==> src/rtl/i2c_pkg.sv <==
// Shared types and constants for the I2C byte shifter and its helpers.
package i2c_pkg;

  typedef enum logic [1:0] {
    ST_IDLE = 2'd0,
    ST_DATA = 2'd1,
    ST_ACK  = 2'd2,
    ST_DONE = 2'd3
  } state_t;

  localparam logic       I2C_ACK  = 1'b0;
  localparam logic       I2C_NACK = 1'b1;
  localparam logic [3:0] BIT_ACK  = 4'd8;
  localparam logic       RW_TX    = 1'b0;
  localparam logic       RW_RX    = 1'b1;

endpackage

==> src/rtl/i2c_sync_edge.sv <==
// Multi-flop synchroniser for an asynchronous pad input plus rise/fall detect.
// All flops reset high so an idle (pulled-up) bus produces no edge at reset.
module i2c_sync_edge #(
  parameter int SYNC_STAGES = 2
) (
  input  logic clk,
  input  logic rst_n,
  input  logic din,
  output logic sync,
  output logic rise,
  output logic fall
);

  logic [SYNC_STAGES-1:0] chain;
  logic                   prev;

  always_ff @(posedge clk or negedge rst_n) begin
    if (!rst_n) begin
      chain <= '1;
      prev  <= 1'b1;
    end else begin
      chain <= {chain[SYNC_STAGES-2:0], din};
      prev  <= chain[SYNC_STAGES-1];
    end
  end

  assign sync = chain[SYNC_STAGES-1];
  assign rise = sync & ~prev;
  assign fall = ~sync & prev;

endmodule

==> src/rtl/i2c_byte_shifter.sv <==
// Bit-level I2C byte engine: shifts one byte plus ACK on SDA, paced by the
// SCL edges it observes, and reports done/ACK/arbitration status.
module i2c_byte_shifter
  import i2c_pkg::*;
#(
  parameter int SYNC_STAGES = 2
) (
  input  logic       i_sys_clk,
  input  logic       i_rst_n,
  input  logic       i_enable,
  input  logic       i_load,
  input  logic       i_rw_mode,
  input  logic [7:0] i_tx_data,
  input  logic       i_ack_en,
  input  logic       i_scl_in,
  input  logic       i_sda_in,
  output logic       o_sda_out,
  output logic       o_sda_oe,
  output logic [7:0] o_rx_data,
  output logic       o_shift_done,
  output logic       o_ack_received,
  output logic       o_arb_lost,
  output logic       o_busy,
  output logic [3:0] o_bit_cnt
);

  localparam logic [3:0] LAST_DATA = BIT_ACK - 4'd1;

  logic scl_rise, scl_fall, unused_scl_sync;
  logic sda_sync, unused_sda_rise, unused_sda_fall;

  i2c_sync_edge #(.SYNC_STAGES(SYNC_STAGES)) u_scl_sync (
    .clk   (i_sys_clk),
    .rst_n (i_rst_n),
    .din   (i_scl_in),
    .sync  (unused_scl_sync),
    .rise  (scl_rise),
    .fall  (scl_fall)
  );

  i2c_sync_edge #(.SYNC_STAGES(SYNC_STAGES)) u_sda_sync (
    .clk   (i_sys_clk),
    .rst_n (i_rst_n),
    .din   (i_sda_in),
    .sync  (sda_sync),
    .rise  (unused_sda_rise),
    .fall  (unused_sda_fall)
  );

  state_t     state, state_nxt;
  logic [7:0] shreg, shreg_nxt;
  logic [3:0] bit_cnt, bit_cnt_nxt;
  logic       oe, oe_nxt;
  logic       rw_q, rw_nxt;
  logic       ack_q, ack_q_nxt;
  logic       ack_rx, ack_rx_nxt;
  logic [7:0] rx_data, rx_data_nxt;
  logic       ack_received, ack_received_nxt;
  logic       arb_lost, arb_lost_nxt;

  always_ff @(posedge i_sys_clk or negedge i_rst_n) begin
    if (!i_rst_n) begin
      state        <= ST_IDLE;
      bit_cnt      <= 4'd0;
      oe           <= 1'b0;
      rw_q         <= RW_TX;
      ack_q        <= 1'b0;
      ack_rx       <= 1'b0;
      rx_data      <= 8'h00;
      ack_received <= 1'b0;
      arb_lost     <= 1'b0;
    end else begin
      state        <= state_nxt;
      bit_cnt      <= bit_cnt_nxt;
      oe           <= oe_nxt;
      rw_q         <= rw_nxt;
      ack_q        <= ack_q_nxt;
      ack_rx       <= ack_rx_nxt;
      rx_data      <= rx_data_nxt;
      ack_received <= ack_received_nxt;
      arb_lost     <= arb_lost_nxt;
    end
  end

  // Shift register carries payload only; its contents are don't-care in IDLE.
  always_ff @(posedge i_sys_clk) begin
    shreg <= shreg_nxt;
  end

  always_comb begin
    state_nxt        = state;
    shreg_nxt        = shreg;
    bit_cnt_nxt      = bit_cnt;
    oe_nxt           = oe;
    rw_nxt           = rw_q;
    ack_q_nxt        = ack_q;
    ack_rx_nxt       = ack_rx;
    rx_data_nxt      = rx_data;
    ack_received_nxt = ack_received;
    arb_lost_nxt     = 1'b0;

    if (!i_enable) begin
      state_nxt   = ST_IDLE;
      oe_nxt      = 1'b0;
      bit_cnt_nxt = 4'd0;
    end else begin
      case (state)
        ST_IDLE: begin
          oe_nxt      = 1'b0;
          bit_cnt_nxt = 4'd0;
          if (i_load) begin
            shreg_nxt = i_tx_data;
            rw_nxt    = i_rw_mode;
            ack_q_nxt = i_ack_en;
            state_nxt = ST_DATA;
            // SCL is already low after START, so the MSB goes out immediately.
            oe_nxt    = (i_rw_mode == RW_TX) ? ~i_tx_data[7] : 1'b0;
          end
        end
        ST_DATA: begin
          if (rw_q == RW_TX) begin
            // We released SDA to send a 1 but someone else holds it low.
            if (scl_rise && !oe && !sda_sync) begin
              arb_lost_nxt = 1'b1;
              oe_nxt       = 1'b0;
              bit_cnt_nxt  = 4'd0;
              state_nxt    = ST_IDLE;
            end else if (scl_fall) begin
              shreg_nxt   = {shreg[6:0], 1'b0};
              bit_cnt_nxt = bit_cnt + 4'd1;
              if (bit_cnt == LAST_DATA) begin
                oe_nxt    = 1'b0;
                state_nxt = ST_ACK;
              end else begin
                oe_nxt = ~shreg[6];
              end
            end
          end else begin
            oe_nxt = 1'b0;
            if (scl_rise) begin
              shreg_nxt = {shreg[6:0], sda_sync};
            end else if (scl_fall) begin
              bit_cnt_nxt = bit_cnt + 4'd1;
              if (bit_cnt == LAST_DATA) begin
                oe_nxt    = ack_q;
                state_nxt = ST_ACK;
              end
            end
          end
        end
        ST_ACK: begin
          if (scl_rise && rw_q == RW_TX) begin
            ack_rx_nxt = (sda_sync != I2C_NACK);
          end
          if (scl_fall) begin
            oe_nxt    = 1'b0;
            state_nxt = ST_DONE;
          end
        end
        ST_DONE: begin
          if (rw_q == RW_TX) ack_received_nxt = ack_rx;
          else               rx_data_nxt      = shreg;
          bit_cnt_nxt = 4'd0;
          state_nxt   = ST_IDLE;
        end
        default: begin
          state_nxt   = ST_IDLE;
          oe_nxt      = 1'b0;
          bit_cnt_nxt = 4'd0;
        end
      endcase
    end
  end

  assign o_sda_out      = I2C_ACK;
  assign o_sda_oe       = oe;
  assign o_rx_data      = rx_data;
  assign o_shift_done   = (state == ST_DONE);
  assign o_ack_received = ack_received;
  assign o_arb_lost     = arb_lost;
  assign o_busy         = (state != ST_IDLE);
  assign o_bit_cnt      = bit_cnt;

endmodule

==> config.mk <==
export PLATFORM = sky130hd
export DESIGN_NAME = i2c_byte_shifter
export DESIGN_NICKNAME = d
export VERILOG_FILES = /design/src/rtl/i2c_pkg.sv /design/src/rtl/i2c_sync_edge.sv /design/src/rtl/i2c_byte_shifter.sv
export SDC_FILE = /design/constraint.sdc
export NUM_CORES = 1
export LEC_CHECK = 0
export CORE_UTILIZATION = 50
export DETAILED_ROUTE_END_ITERATION = 7
export PLACE_DENSITY = 0.85
export SYNTH_ARGS = -nofsm -noshare
export SYNTH_HDL_FRONTEND = slang
export SYNTH_SLANG_ARGS = --single-unit
==> constraint.sdc <==
create_clock -name i_sys_clk -period 2.8 [get_ports i_sys_clk]
set_input_delay 0.28 -clock i_sys_clk [delete_from_list [all_inputs] [get_ports i_sys_clk]]
set_output_delay 0.28 -clock i_sys_clk [all_outputs]
set_load 0.05 [all_outputs]
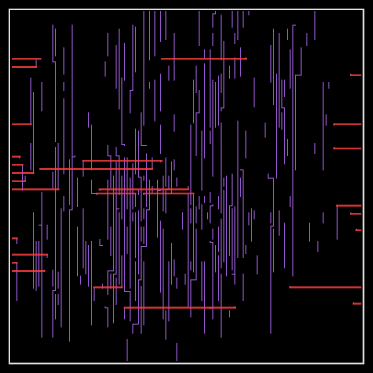
run_1/metal_stack.png
(6 px per um) Only two layers are drawn.
Purple marks met2, wire length 1590 um. Red marks met3, wire length 167 um.
GRT Total Usage: 21.36%
DR WL/cell: 15.31 um
total wire length: 3231 um

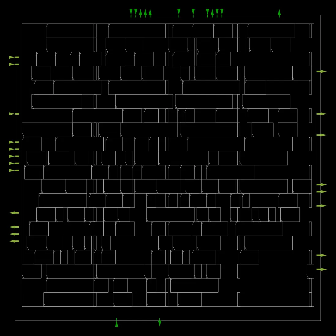
run_1/final_placement.png
Placeable Area: 0.003053 mm2
fillers: 256

==> results.cfg, run 1 <==
; flow metrics
[cts]
clockBufferDepth = 2
post_cts_buffers = 0
insertion_delay_ns = 0.35
cts_hold_buf = 0
htree_levels = 2
numCtsBuffers = 5

[floorplan]
die_w_um = 58.80
dieArea_mm2 = 0.003457
num_io_pins = 34
die_h_um = 58.80
taps = 44
rows = 20

[logic_synthesis]
top_area_cell = dfrtp_1
edf_count = 8
logic_family = simple AND/OR/NAND/NOR gates
top_area_share_pct = 31.03
synth_top_flop_cell = dfrtp_1
synth_area_per_cell_um2 = 12.41
ys.flops = 33
synth.cell_area_mm2 = 0.001613
most_common_cell = dfrtp_1
mux_area_share_pct = 12.49
xor_area_share_pct = 1.629
yosys_cells = 130
yosys_area_mm2 = 0.001613
synth_nets = 152
yosysWarningCount = 0
area_leaders = dfrtp_1 (31%), edfxtp_1 (15%), mux2_2 (12%)

[setup_path]
required_ns = 2.52
cp_max_fo = 6
ff2ff_path_depth = 6
critPathCapture = o_busy
crit_path_start_kind = register
r2r_end = o_bit_cnt[2]
crit_family = buffers and inverters
cp.buffers_inverters = 3
slowest_stage = clkdlybuf4s50_1
max_stage_delay_ns = 0.79

[cells_and_area]
inverters_excl_clock = 5
largest_class = registers
final_area_mm2 = 0.002032
area_share_nonclk_buffers_pct = 16.50
clkbuf_count = 5
layout.nets = 188
comb_share_pct = 34.24
buffers = 34
syn2layout_area_growth_pct = 25.99
lay_top_cells = clkdlybuf4s50_1 (32), dfrtp_1 (20), mux2_2 (17)
final-clk-cell-share_pct = 2.709
seq_share_pct = 42.92
flop_area_um2 = 872.1
layout_top_cell = clkdlybuf4s50_1
num_antenna_cells = 0
drive_above_1_share_pct = 23.35

[drt]
ant_nets = 0
wl_met2_um = 1591
vias_per_cell = 5.322
drt-met1-wl_um = 1413

[power]
finalPower_uw = 998.3
p_leak_nw = 0.8499

[sta]
hold_violations = 0
fin_crit_sh_pct = 84.09
setup-violations-final = 0
setup_tns_ns = 0
rsz0062_at_grt = false
drv_slew = 0

[flow_run]
warning_count = 30

[hold_path]
hp-class = in2async

[place]
placed_cells = 203
gp_congestion = 0.8348
place_hpwl_um = 2326

[global_routing]
grt_antenna_before_repair = 0
overflow = 0
grt_max_degree = 26
grt_pass1_wl_um = 5271

[outcome]
status = finished, final reports clean
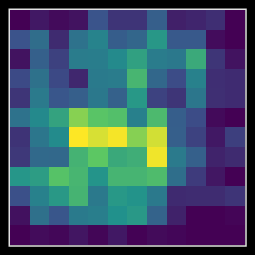
run_1/wire_density.png
(4 px per um) The die is cut into 12 by 12 equal tiles; dark purple is low, yellow is high, scaled to the fullest tile. Values are wire area over tile area, all layers added.
The mean over all tiles is 0.15. The densest ninth of the die: middle. The fullest tile reaches 0.46.
vias: 1123

==> run 1: per-stage QoR <==
stage                     utilization [%]  worst slack, ns  hold WS (ns)
after floorplan                         -           0.4901      -0.01559
after global placement              64.75           0.8239        0.3464
after detailed placement            64.75           0.7296        0.3472
after CTS                           66.56           0.4146        0.2736
after global routing                66.56           0.3129        0.2968
final                               66.56           0.4456        0.2827
==> run 1: layer usage <==
layer | global-route usage (%) | up-vias
met5 | 0 | -
met4 | 10.54 | 0
met3 | 7.033 | 5
met2 | 33.44 | 34
met1 | 26.55 | 542
li1 | - | 542
==> run 1: power by group <==
group	internal [mW]	total, mW	switching, mW
combinational	0.0806	0.173	0.0922
sequential	0.528	0.560	0.0315
clock	0.0946	0.266	0.171
==> inputs of run 2 (changes only) <==
==> constraint.sdc (replaced) <==
create_clock -name i_sys_clk -period 2.33 [get_ports i_sys_clk]
set_input_delay 0.233 -clock i_sys_clk [delete_from_list [all_inputs] [get_ports i_sys_clk]]
set_output_delay 0.233 -clock i_sys_clk [all_outputs]
set_load 0.05 [all_outputs]
==> results.cfg, run 2 <==
; flow metrics
[drt]
drtIter0Drc = 38
wl_met3_um = 236
route.detailed.drc = 0
ant_nets = 0
drt-met1-wl_um = 1360
first_pass_iters = 4
wl_met2_um = 1616
wl_per_cell_um = 15.23
vias_per_cell = 5.446
routed_wl_um = 3244

[cts]
htree_levels = 2
clockBufferDepth = 2
cts_tree = built
post_cts_buffers = 0
cts_hold_buf = 0
numCtsBuffers = 5
cts.sinks = 33
insertion_delay_ns = 0.34

[floorplan]
die_w_um = 58.80
num_io_pins = 34
core_mm2 = 0.003053
die_h_um = 58.80
dieArea_mm2 = 0.003457

[logic_synthesis]
yosysWarningCount = 0
ys.flops = 33
synth_cell_types = 41
top_area_share_pct = 31.03
synth_nets = 152
area_leaders = dfrtp_1 (31%), edfxtp_1 (15%), mux2_2 (12%)
most_common_cell = dfrtp_1
ys_seq_share_pct = 54.07
yosys_cells = 130
synth_area_per_cell_um2 = 12.41
top_area_cell = dfrtp_1
yosys_area_mm2 = 0.001613
synthTopCellsByCount = dfrtp_1 (20), mux2_2 (17), edfxtp_1 (8)
synth_top_flop_cell = dfrtp_1
synth.cell_area_mm2 = 0.001613
syn_inst = 130
edf_count = 8

[setup_path]
max_stage_delay_ns = 0.83
crit_family = buffers and inverters
r2r_end = o_bit_cnt[3]
arrival_ns = 1.89
crit_cells = 2
end_kind = output pin
ff2ff_path_depth = 6
cp.buffers_inverters = 1
crit_path_start_kind = register
reg2reg_from = state[1]
cp_max_fo = 6
path_cells = ha_1 -> clkdlybuf4s50_1
worst-r2r-setup-slack_ns = 0.29
critPathCapture = o_shift_done
crit_start = state[0]
required_ns = 2.10
slowest_stage = clkdlybuf4s50_1

[place]
pre_cts_ws_ns = 0.3398
placed_cells = 205
dpl_cell_area_mm2 = 0.001992
gp_congestion = 0.8865
place_hpwl_um = 2323

[power]
pwr-share-comb_pct = 17.8
clock_power_share_pct = 26.2
switchingPower_uw = 349.6
vdd_drop_max_mv = 0.4498
finalPower_mw = 1.198
powerClk_uw = 314
p_leak_nw = 0.8731
p_seq_uw = 671
switching_share_pct = 29.18
power-top-group = registers
comb-power_uw = 213
p_int_uw = 848.3
seqPwrFrac_pct = 56.0

[cells_and_area]
layout_top_cell = clkdlybuf4s50_1
drive_above_1_share_pct = 24.26
layout.nets = 190
syn2layout_area_growth_pct = 27.08
lay_top_cells = clkdlybuf4s50_1 (31), dfrtp_1 (20), mux2_2 (17)
num_antenna_cells = 0
final_area_mm2 = 0.002049

[sta]
maxClockFrequency_mhz = 471.4
setup-violations-final = 0
hold_violations = 0
relSlewSlack_pct = 62.79
fin_worst_skew_ns = 0.008808
finalWorstPathRequiredPeriod_ns = 2.121
setup_tns_ns = 0
rsz0062_at_grt = false
hold-worst-slack_ns = 0.2459
fin_crit_sh_pct = 91.05
drv_slew = 0
timing.final.ws_setup_ns = 0.2085
tightest_slew_ns = 0.5523

[global_routing]
grt-busiest-layer = met2
grtUsageMet1_pct = 28.35
met3_usage_pct = 3.956
grt_pass1_wl_um = 5464
grt_max_degree = 26
grt_pass1_vias = 1156
grt_antenna_before_repair = 0
grtUsageMet2_pct = 34.42
overflow = 0

[hold_path]
hp-class = in2async

[outcome]
status = finished, final reports clean

[flow_run]
warning_count = 30
==> run 2: layout make-up <==
class / instances / area (um2) / area share (%)
clock buffer: 5 / 37.54 / 1.831
clock inverter: 3 / 17.52 / 0.8547
inverter: 5 / 18.77 / 0.9157
multi-input combinational: 87 / 695.7 / 33.94
sequential: 33 / 872.1 / 42.55
tap: 44 / 55.05 / 2.686
timing repair buffer: 36 / 352.8 / 17.22
==> run 2: kinds of logic after synthesis <==
| kind of cell | Yosys count | share of synthesized area, % |
|---|---|---|
| AND-OR/OR-AND | 23 | 9.852 |
| multiplexers | 18 | 12.49 |
| flip-flops | 33 | 54.07 |
| other | 1 | 0.2325 |
| XOR/XNOR | 3 | 1.629 |
| buffers and inverters | 10 | 2.793 |
| AND/OR/NAND/NOR | 36 | 14.28 |
| adder cells (fa/ha/maj) | 6 | 4.655 |
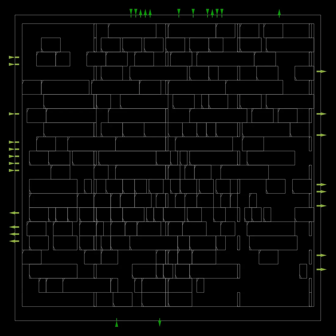
run_2/final_placement.png
flop share of the area: 42.55%
Core Util, Final: 67.13%
fillers: 253
Final Non-Filler Cells: 213
# rows: 20

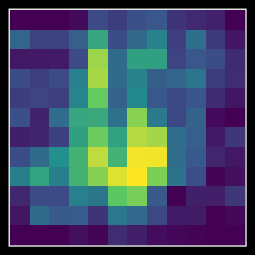
run_2/wire_density.png
(4 px per um) The die is cut into 12 by 12 equal tiles; dark purple is low, yellow is high, scaled to the fullest tile. Values are wire area over tile area, all layers added.
The mean over all tiles is 0.15. 19% of the tiles are over half the peak. The densest ninth of the die: middle. 11% of the tiles are nearly empty.
GRT Total Usage: 21.90%
vias: 1160

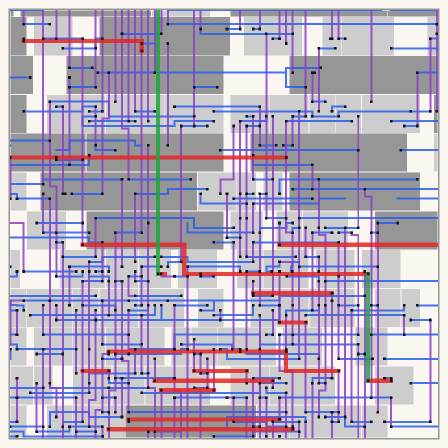
run_2/zoom.png
Region (14, 14) to (44, 44) um. Cells in grey, sequential cells in the stronger grey; small squares are vias.
Purple marks met2. Blue marks met1. Red marks met3. Green marks met4.
69 logic cells have their middle in the window. Most frequent: mux2_2 (5), nand2_1 (5). Netlist names of flops here include shreg (4). Sequential cells in the window: 10.

Power is estimated from default activity; no workload was simulated.
